--- src/rtl/regfile_sb.sv ---
// regfile_sb: 2-read / 1-write register file with a per-register pending
// scoreboard, a sequential clear engine and optional write-to-read bypass.
// Register 0 is hardwired to zero.
// Optional feature: define REGFILE_SB_BYPASS_EN to forward writeback data
// (and a cleared pending flag) to a read port in the same cycle.
module regfile_sb #(
   parameter int dtype    = 16,
   parameter int nregs    = 8,
   parameter int addr_len = $clog2(nregs)
) (
   input  logic                clock,
   input  logic                reset,
   input  logic [addr_len-1:0] rX_address,
   output logic [dtype-1:0]    rX,
   output logic                rX_pending,
   input  logic [addr_len-1:0] rY_address,
   output logic [dtype-1:0]    rY,
   output logic                rY_pending,
   input  logic                we,
   input  logic [addr_len-1:0] rZ_address,
   input  logic [dtype-1:0]    rZ,
   input  logic                issue_valid,
   input  logic [addr_len-1:0] issue_address,
   input  logic                clear_req,
   output logic                clear_busy,
   output logic                clear_done
);

   localparam logic [0:0]          S_IDLE   = 1'b0;
   localparam logic [0:0]          S_CLEAR  = 1'b1;
   localparam logic [addr_len-1:0] LAST_IDX = addr_len'(nregs - 1);

   logic [dtype-1:0]    regs [nregs];
   logic [nregs-1:0]    pending;
   logic [0:0]          state;
   logic [addr_len-1:0] ptr;
   logic                byp_x;
   logic                byp_y;

   // Clear-engine FSM, sweep pointer and completion pulse.
   always_ff @(posedge clock or negedge reset) begin
      if (!reset) begin
         state      <= S_IDLE;
         ptr        <= '0;
         clear_done <= 1'b0;
      end else begin
         // NOTE: sequential state uses non-blocking assignments so every
         // flop samples pre-edge values regardless of statement order.
         clear_done <= 1'b0;
         if (state == S_IDLE) begin
            if (clear_req) begin
               state <= S_CLEAR;
               ptr   <= addr_len'(1);
            end
         end else if (ptr == LAST_IDX) begin
            state      <= S_IDLE;
            clear_done <= 1'b1;
         end else begin
            ptr <= ptr + addr_len'(1);
         end
      end
   end

   // Register storage and scoreboard: writeback/issue in IDLE, sweep in CLEAR.
   always_ff @(posedge clock or negedge reset) begin
      if (!reset) begin
         // NOTE: the array is reset explicitly because the file must read
         // zero immediately on reset; this keeps it in flops, not SRAM.
         for (int i = 0; i < nregs; i++) regs[i] <= '0;
         pending <= '0;
      end else if (state == S_IDLE) begin
         if (we && rZ_address != '0) begin
            regs[rZ_address]    <= rZ;
            pending[rZ_address] <= 1'b0;
         end
         // Issue is evaluated last so a same-cycle producer leaves pending set.
         if (issue_valid && issue_address != '0) pending[issue_address] <= 1'b1;
      end else begin
         regs[ptr]    <= '0;
         pending[ptr] <= 1'b0;
      end
   end

   assign clear_busy = (state == S_CLEAR);

`ifdef REGFILE_SB_BYPASS_EN
   // Forward writeback to a matching read port while IDLE and out of reset.
   always_comb begin
      byp_x = reset && we && (state == S_IDLE) && (rZ_address != '0) && (rX_address == rZ_address);
      byp_y = reset && we && (state == S_IDLE) && (rZ_address != '0) && (rY_address == rZ_address);
   end
`else
   // No forwarding: reads always return stored contents.
   always_comb begin
      byp_x = 1'b0;
      byp_y = 1'b0;
   end
`endif

   // Combinational read ports; address 0 is forced to zero / not pending.
   always_comb begin
      // NOTE: every output gets a default first so no path infers a latch.
      rX         = '0;
      rX_pending = 1'b0;
      rY         = '0;
      rY_pending = 1'b0;
      if (rX_address != '0) begin
         rX         = byp_x ? rZ : regs[rX_address];
         rX_pending = pending[rX_address] && !byp_x;
      end
      if (rY_address != '0) begin
         rY         = byp_y ? rZ : regs[rY_address];
         rY_pending = pending[rY_address] && !byp_y;
      end
   end

endmodule

--- config.mk ---
export PLATFORM = sky130hd
export DESIGN_NAME = regfile_sb
export DESIGN_NICKNAME = d
export VERILOG_FILES = /design/src/rtl/regfile_sb.sv
export SDC_FILE = /design/constraint.sdc
export NUM_CORES = 1
export LEC_CHECK = 0
export CAP_MARGIN = 15
export CORE_MARGIN = 3
export CORE_UTILIZATION = 35
export CTS_CLUSTER_DIAMETER = 200
export CTS_CLUSTER_SIZE = 20
export DETAILED_ROUTE_END_ITERATION = 16
export GPL_ROUTABILITY_DRIVEN = 0
export PLACE_DENSITY = 0.53
export REMOVE_ABC_BUFFERS = 1
export SKIP_LAST_GASP = 1
export SLEW_MARGIN = 20
export SYNTH_ARGS = -nofsm -noshare
export SYNTH_HDL_FRONTEND = slang
export SYNTH_SLANG_ARGS = --single-unit
export TNS_END_PERCENT = 10
--- constraint.sdc ---
create_clock -name clock -period 3.05 [get_ports clock]
set_input_delay 0.305 -clock clock [delete_from_list [all_inputs] [get_ports clock]]
set_output_delay 0.305 -clock clock [all_outputs]
set_load 0.05 [all_outputs]
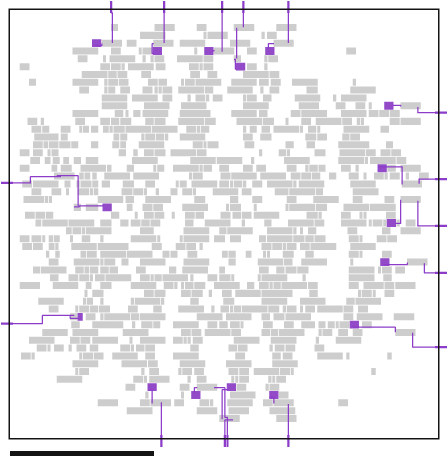
**Above:** wires at chosen ports, followed through buffers.
Bar = 50 um.
port	colour	bits	direction	edge	end cells	buffers	wire
rX	purple	16	output	5 right, 5 top, 4 bottom, 2 left	16	18	339 um
I/O pin count: 69
number of buffers added on ports: 68

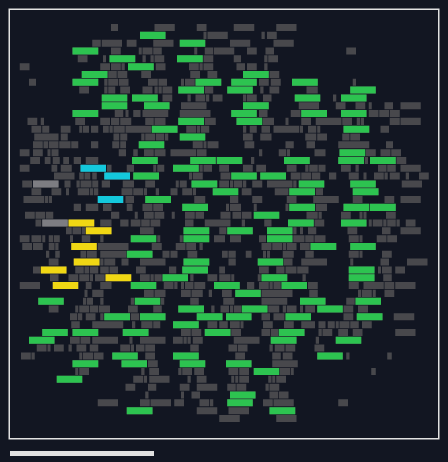
**Above:** sequential cells grouped by signal name.
Bar = 50 um. Other sequential cells in the stronger grey, the rest of the logic in the fainter grey.
netlist name	colour	sequential cells
ptr	cyan	3
pending	yellow	7
regs	green	112
not coloured	2
area occupied by registers: 3100 sq um
sequential group power: 2.88 mW
sequential fraction of total cell area: 34.0%
Final Core Density: 46.1%

==> area by class of cell <==
class	instances	area, sq um
Clock buffer	22	474
Clock inverter	10	186
Fill cell	1824	10700
Inverter	17	63.8
Multi-Input combinational cell	458	3640
Sequential cell	124	3100
Tap cell	265	332
Timing Repair Buffer	110	1310
==> cells in the final DEF, fill, tap and decap left out, types with 3 or more instances in the layout <==
| cell | count |
|---|---|
| sky130_fd_sc_hd__mux2i_1 | 180 |
| sky130_fd_sc_hd__dfrtp_1 | 124 |
| sky130_fd_sc_hd__nand2_1 | 123 |
| sky130_fd_sc_hd__a221oi_1 | 64 |
| sky130_fd_sc_hd__buf_4 | 43 |
| sky130_fd_sc_hd__mux2_2 | 36 |
| sky130_fd_sc_hd__buf_12 | 33 |
| sky130_fd_sc_hd__clkdlybuf4s50_1 | 31 |
| sky130_fd_sc_hd__inv_1 | 17 |
| sky130_fd_sc_hd__clkbuf_16 | 17 |
| sky130_fd_sc_hd__nor2b_1 | 6 |
| sky130_fd_sc_hd__bufinv_16 | 5 |
| sky130_fd_sc_hd__nand2b_1 | 4 |
| sky130_fd_sc_hd__nand4b_1 | 3 |
| sky130_fd_sc_hd__nand4bb_1 | 3 |
| sky130_fd_sc_hd__nor2_1 | 3 |
| sky130_fd_sc_hd__and2_1 | 3 |
| sky130_fd_sc_hd__a21oi_1 | 3 |
| sky130_fd_sc_hd__clkbuf_8 | 3 |
| sky130_fd_sc_hd__clkinvlp_4 | 3 |
==> stage by stage <==
step                      std cells  util [%]
after floorplan                 599         -
after global placement          973      42.7
after detailed placement        973      42.7
after CTS                      1006      46.1
after global routing           1006      46.1
final                          1006      46.1
==> state kept, by name, summed over array words and instances (netlist names) <==
signal	flops
regs	112
clear_done	1
pending	7
ptr	3
clear_busy	1
==> critical path, stage by stage <==
cell	delay, ps
sky130_fd_sc_hd__clkdlybuf4s50_1	670
sky130_fd_sc_hd__and2_1	940
sky130_fd_sc_hd__a221oi_1	350
sky130_fd_sc_hd__buf_12	250
==> routing by layer <==
layer / track usage [%] / vias up / share of wire, %
met1: 29.7 / 2908 / 45
met2: 33.3 / 226 / 47
met3: 3.95 / 39 / 5.7
met5: 0 / - / 0
met4: 7.32 / 0 / 2.5
li1: - / 2552 / -
==> power by group <==
group,switching (mW),internal [mW],total (mW)
Combinational,1.60,1.32,2.92
Sequential,0.571,2.31,2.88
Clock,0.744,1.51,2.26
Total,2.92,5.14,8.06
==> cell families (layout without fill, tap and decap cells) <==
group                      Yosys count  count (layout)  share of synthesized area [%]
DFF                                124             124                           43.4
AOI/OAI and AO/OA                   80              80                           9.42
adders and majority gates            2               2                          0.350
buffers and inverters               76             159                           5.79
muxes                              216             216                           30.9
xor gates and xnor gates             1               1                          0.123
and+or+nand+nor                    159             159                           10.0
==> final timing paths <==
kind                            cells past startpoint       end  slack, ps           from
worst max-delay path                                4    rX[13]        220  rX_address[1]
max in group asynchronous                           3  regs[27]       1820          reset
worst min-delay path                                2  regs[79]        470          reset
min in group clock                                  2   regs[4]        540        regs[4]
worst max register to register                      4  regs[56]        760     clear_busy
worst min register to register                      2   regs[4]        540        regs[4]
==> flow_summary.rst <==
Metrics
=======

.. list-table::
   :header-rows: 1

   * - Metric
     - Value
   * - Max FO, Critical Path
     - 17
   * - Final hold violation count
     - 0
   * - Largest clock skew in the final design
     - 5.49 ps
   * - Global-route wire length before repair
     - 35.7 mm
   * - Clock buffers created by TritonCTS
     - 17
   * - Tally of nets with antenna violations remaining after routing
     - 0
   * - Status
     - finished, final reports clean
   * - Instance tally after logic synthesis
     - ~660
   * - Top cell type's share of synthesized area
     - approximately 43%
   * - Area enclosed by the die boundary
     - around 22,000 sq um
   * - Final non-filler cell area
     - a little over 9000 sq um
   * - Vias post-DR
     - 5,725
   * - Via/cell ratio
     - 5.69
   * - # Post-CTS Setup Buffers
     - 0
   * - Kind of start point of the critical path
     - input pin
   * - Clk sink count
     - 124
   * - Unrepaired setup endpoints after global routing
     - false
   * - Setup ws final
     - 224 ps
   * - Power density of the placed cells
     - 884 nW/um^2
   * - Insertion Delay late pin
     - 420 ps
   * - Maximum vdd ir drop
     - 521 uV
   * - PnR Total Power
     - slightly above 8 mW
Power is estimated from default activity; no workload was simulated.
